[config.mk]
export PLATFORM = sky130hd
export DESIGN_NAME = ps2_rx_decoder
export DESIGN_NICKNAME = d
export VERILOG_FILES = /design/src/rtl/ps2_rx_decoder_pkg.sv /design/src/rtl/ps2_line_filter.sv /design/src/rtl/ps2_rx_decoder.sv
export SDC_FILE = /design/constraint.sdc
export NUM_CORES = 1
export LEC_CHECK = 0
export CAP_MARGIN = 20
export CORE_MARGIN = 4
export CORE_UTILIZATION = 58
export CTS_CLUSTER_SIZE = 40
export DETAILED_ROUTE_END_ITERATION = 12
export PLACE_DENSITY = 0.81
export SLEW_MARGIN = 5
export SYNTH_ARGS = -nofsm -noshare
export SYNTH_HDL_FRONTEND = slang
export SYNTH_HIERARCHICAL = 1
export SYNTH_SLANG_ARGS = --single-unit
[constraint.sdc]
create_clock -name clk -period 2.5 [get_ports clk]
set_input_delay 0.375 -clock clk [delete_from_list [all_inputs] [get_ports clk]]
set_output_delay 0.375 -clock clk [all_outputs]
set_load 0.1 [all_outputs]
[src/rtl/ps2_rx_decoder_pkg.sv]
// Shared definitions for the PS/2 receive path: prefix bytes, FSM encoding,
// default timing parameters and the frame parity helper.
package ps2_defs;

    localparam logic [7:0] PS2_PFX_EXT = 8'hE0;
    localparam logic [7:0] PS2_PFX_REL = 8'hF0;

    localparam int unsigned PS2_FILTER_LEN_DEF = 8;
    localparam int unsigned PS2_TIMEOUT_DEF    = 16384;
    localparam int unsigned PS2_TO_W_DEF       = 15;

    typedef enum logic [1:0] {
        ST_IDLE   = 2'd0,
        ST_DATA   = 2'd1,
        ST_PARITY = 2'd2,
        ST_STOP   = 2'd3
    } ps2_state_t;

    // PS/2 uses odd parity: data bits plus parity bit must hold an odd count of ones.
    function automatic logic ps2_parity_ok(input logic [7:0] data, input logic par);
        return ^{data, par};
    endfunction

endpackage

[src/rtl/ps2_line_filter.sv]
// Two-flop synchronizer followed by a glitch filter: the output level only
// follows the pin after FILTER_LEN consecutive differing samples.
module ps2_line_filter
    import ps2_defs::*;
#(
    parameter int unsigned FILTER_LEN = PS2_FILTER_LEN_DEF
) (
    input  logic clk,
    input  logic rst,
    input  logic i_raw,
    output logic o_level
);

    localparam int unsigned CW = $clog2(FILTER_LEN + 1);

    logic          r_sync1;
    logic          r_sync2;
    logic          r_level;
    logic [CW-1:0] r_cnt;

    always_ff @(posedge clk or posedge rst) begin
        if (rst) begin
            r_sync1 <= 1'b1;
            r_sync2 <= 1'b1;
            r_level <= 1'b1;
            r_cnt   <= '0;
        end else begin
            r_sync1 <= i_raw;
            r_sync2 <= r_sync1;
            // Any sample agreeing with the current level restarts the run.
            if (r_sync2 == r_level) begin
                r_cnt <= '0;
            end else if (r_cnt == CW'(FILTER_LEN - 1)) begin
                r_level <= r_sync2;
                r_cnt   <= '0;
            end else begin
                r_cnt <= r_cnt + 1'b1;
            end
        end
    end

    assign o_level = r_level;

endmodule

[src/rtl/ps2_rx_decoder.sv]
// PS/2 receive front end: filtered clk/data lines, 11-bit frame FSM, E0/F0
// prefix tracking and mid-frame timeout, producing one-cycle scancode events.
module ps2_rx_decoder
    import ps2_defs::*;
#(
    parameter int unsigned FILTER_LEN = PS2_FILTER_LEN_DEF,
    parameter int unsigned TIMEOUT    = PS2_TIMEOUT_DEF,
    parameter int unsigned TO_W       = PS2_TO_W_DEF
) (
    input  logic       clk,
    input  logic       rst,
    input  logic       enable_rcv,
    input  logic       ps2clk_in,
    input  logic       ps2data_in,
    output logic       scan_valid,
    output logic [7:0] scancode,
    output logic       extended,
    output logic       released,
    output logic       frame_error,
    output logic       busy
);

    logic w_clk_f;
    logic w_data;
    logic w_fe;

    ps2_line_filter #(.FILTER_LEN(FILTER_LEN)) u_clk_filter (
        .clk     (clk),
        .rst     (rst),
        .i_raw   (ps2clk_in),
        .o_level (w_clk_f)
    );

    ps2_line_filter #(.FILTER_LEN(FILTER_LEN)) u_data_filter (
        .clk     (clk),
        .rst     (rst),
        .i_raw   (ps2data_in),
        .o_level (w_data)
    );

    ps2_state_t      r_state;
    ps2_state_t      w_state_nx;
    logic            r_clk_prev;
    logic [7:0]      r_shift;
    logic [2:0]      r_bitcnt;
    logic            r_par_ok;
    logic [TO_W-1:0] r_to_cnt;
    logic            r_ext_pend;
    logic            r_rel_pend;
    logic            r_scan_valid;
    logic [7:0]      r_scancode;
    logic            r_extended;
    logic            r_released;
    logic            r_frame_error;

    logic w_start;
    logic w_shift;
    logic w_parity;
    logic w_stop;
    logic w_timeout;

    assign w_fe = r_clk_prev & ~w_clk_f;

    always_ff @(posedge clk or posedge rst) begin
        if (rst) begin
            r_state    <= ST_IDLE;
            r_clk_prev <= 1'b1;
        end else begin
            r_state    <= w_state_nx;
            r_clk_prev <= w_clk_f;
        end
    end

    always_comb begin
        w_state_nx = r_state;
        w_start    = 1'b0;
        w_shift    = 1'b0;
        w_parity   = 1'b0;
        w_stop     = 1'b0;
        w_timeout  = 1'b0;
        if (r_state == ST_IDLE) begin
            if (w_fe && enable_rcv && !w_data) begin
                w_state_nx = ST_DATA;
                w_start    = 1'b1;
            end
        end else if (!enable_rcv) begin
            w_state_nx = ST_IDLE;
        end else if (w_fe) begin
            // An edge in the expiry cycle takes priority over the timeout.
            case (r_state)
                ST_DATA: begin
                    w_shift = 1'b1;
                    if (r_bitcnt == 3'd7) begin
                        w_state_nx = ST_PARITY;
                    end
                end
                ST_PARITY: begin
                    w_parity   = 1'b1;
                    w_state_nx = ST_STOP;
                end
                ST_STOP: begin
                    w_stop     = 1'b1;
                    w_state_nx = ST_IDLE;
                end
                default: w_state_nx = ST_IDLE;
            endcase
        end else if (r_to_cnt == TO_W'(TIMEOUT - 1)) begin
            w_timeout  = 1'b1;
            w_state_nx = ST_IDLE;
        end
    end

    always_ff @(posedge clk or posedge rst) begin
        if (rst) begin
            r_shift       <= '0;
            r_bitcnt      <= '0;
            r_par_ok      <= 1'b0;
            r_to_cnt      <= '0;
            r_ext_pend    <= 1'b0;
            r_rel_pend    <= 1'b0;
            r_scan_valid  <= 1'b0;
            r_scancode    <= '0;
            r_extended    <= 1'b0;
            r_released    <= 1'b0;
            r_frame_error <= 1'b0;
        end else begin
            r_scan_valid  <= 1'b0;
            r_frame_error <= 1'b0;

            if (w_start || w_fe) begin
                r_to_cnt <= '0;
            end else if (r_state != ST_IDLE) begin
                r_to_cnt <= r_to_cnt + 1'b1;
            end

            if (w_start) begin
                r_bitcnt <= '0;
            end

            if (w_shift) begin
                r_shift  <= {w_data, r_shift[7:1]};
                r_bitcnt <= r_bitcnt + 1'b1;
            end

            if (w_parity) begin
                r_par_ok <= ps2_parity_ok(r_shift, w_data);
            end

            if (w_stop) begin
                if (w_data && r_par_ok) begin
                    if (r_shift == PS2_PFX_EXT) begin
                        r_ext_pend <= 1'b1;
                    end else if (r_shift == PS2_PFX_REL) begin
                        r_rel_pend <= 1'b1;
                    end else begin
                        r_scan_valid <= 1'b1;
                        r_scancode   <= r_shift;
                        r_extended   <= r_ext_pend;
                        r_released   <= r_rel_pend;
                        r_ext_pend   <= 1'b0;
                        r_rel_pend   <= 1'b0;
                    end
                end else begin
                    r_frame_error <= 1'b1;
                    r_ext_pend    <= 1'b0;
                    r_rel_pend    <= 1'b0;
                end
            end

            if (w_timeout) begin
                r_frame_error <= 1'b1;
                r_ext_pend    <= 1'b0;
                r_rel_pend    <= 1'b0;
            end
        end
    end

    assign scan_valid  = r_scan_valid;
    assign scancode    = r_scancode;
    assign extended    = r_extended;
    assign released    = r_released;
    assign frame_error = r_frame_error;
    assign busy        = (r_state != ST_IDLE);

endmodule
==> impl_metrics.tcl <==
# yosys + openroad results
set metrics [dict create \
    status "finished, final reports clean" \
    dieArea_um2 5900 \
    period_minus_slack_ps 2210 \
    grt_max_degree 45 \
    core_util_floorplan_pct 61.4 \
    crit_type "reg -> reg" \
    p_seq_mw 1.29 \
    worstMarginPinSlew_ps 536 \
    cts-root-buf "clkbuf_8" \
    synth_top_cell_by_count "dfrtp_1" \
    p_clk_mw 0.937 \
    postCtsSetupBuffers 0 \
    synth_seq_share_pct 53.1 \
    finalWorstSetupSlack_ps 290 \
    comb_area_um2 1210 \
    cp_max_fo 11 \
    ys_sh_xor_pct 7.51 \
    crit_cells 6 \
    overflow 0 \
    cts_tree "yes" \
    m1WireLength_mm 2.21 \
    maxSlewHeadroom_pct 64.3 \
    coreArea_um2 4470 \
    clkPwrFrac_pct 32.0 \
    ioPinCount 18 \
    common_cells "51 x dfrtp_1, 15 x nor2_1" \
    logic_gate_count 149 \
    grt_pass1_vias 1755 \
    gr-max-usage-layer "met2" \
    crit_buf_inv 1 \
    sw_frac_of_total_pct 31.2 \
    diodes 0 \
    cellPowerDensity_nw_per_um2 928 \
    postRouteAntennaNets 0 \
    place_area_um2 2940 \
    topCellsByArea "dfrtp_1 46%, dfstp_2 6.7%, mux2_4 6.0%, ha_1 4.6%, xnor2_1 3.5%" \
    startpoint "r_state[1]" \
    final-max-slew-violation-count 0 \
    total_power_mw 2.93 \
    detailroute.via_count 1696 \
    hold_class "in -> async" \
    cp-end-kind "flip-flop" \
    r2r-end "scancode[6]" \
    die_x_um 76.8 \
    path_clk_slew_ps 70 \
    topCombFamilyByArea "simple AND/OR/NAND/NOR gates" \
    yosysWarnings 6 \
    skew_ps 8.61 \
    startpoint_type "flip-flop" \
    wl_per_cell_um 14.5 \
    rsz0062_at_grt "no" \
    place_congestion 0.793 \
    dr.max_layer_used "met4" \
    worst-r2r-setup-slack_ps 290 \
    simple_gate_share_pct 16.0 \
    cp.required_ps 2720 \
    insertion_delay_ps 330 \
    internal-power_mw 2.02 \
    grt.met3_usage_pct 4.57 \
]
Cell sizes after repair:
Scale: 4 px per um.
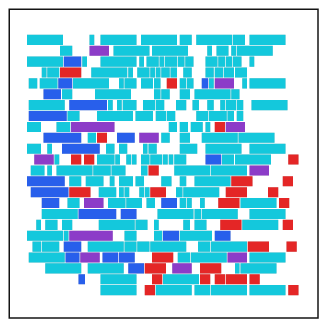
legend:
  blue:
    size: x2
    cells: 24
    share: 9.4%
  red:
    size: x3 and x4
    cells: 30
    share: 12%
  cyan:
    size: x1 and smaller
    cells: 189
    share: 74%
  purple:
    size: x6 and larger
    cells: 12
    share: 4.7%

Local utilization:
Scale: 4 px per um. 8 x 8 tiles, from dark blue (low) to red (high), 0 to 100% covered.
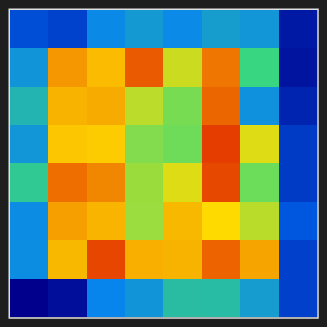
fullest tile: 93%
tiles over 75% full: 36%
nearly empty tiles: 1.6%
emptiest ninth of the die: north-east
mean over tiles: 52%

I/O nets highlighted:
Scale: 4 px per um.
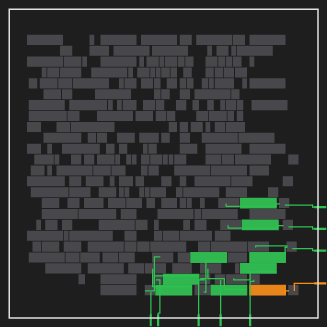
legend:
  green:
    port: scancode
    bits: 8
    direction: output
    end_cells: 8
    buffers: 8
    wire: 188 um
  orange:
    port: scan_valid
    bits: 1
    direction: output
    end_cells: 1
    buffers: 1
    wire: 8.80 um

Metal 1:
Scale: 8 px per um. Supply wires on this layer in grey. Cells faint in the background.
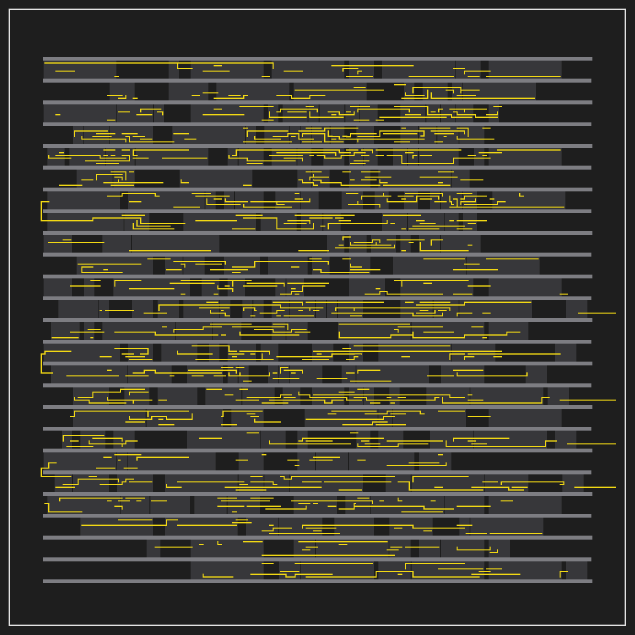
wire length on this layer: 2,210 um
nets with wire on the layer: 238
longest straight run: 28.5 um
main direction: horizontal

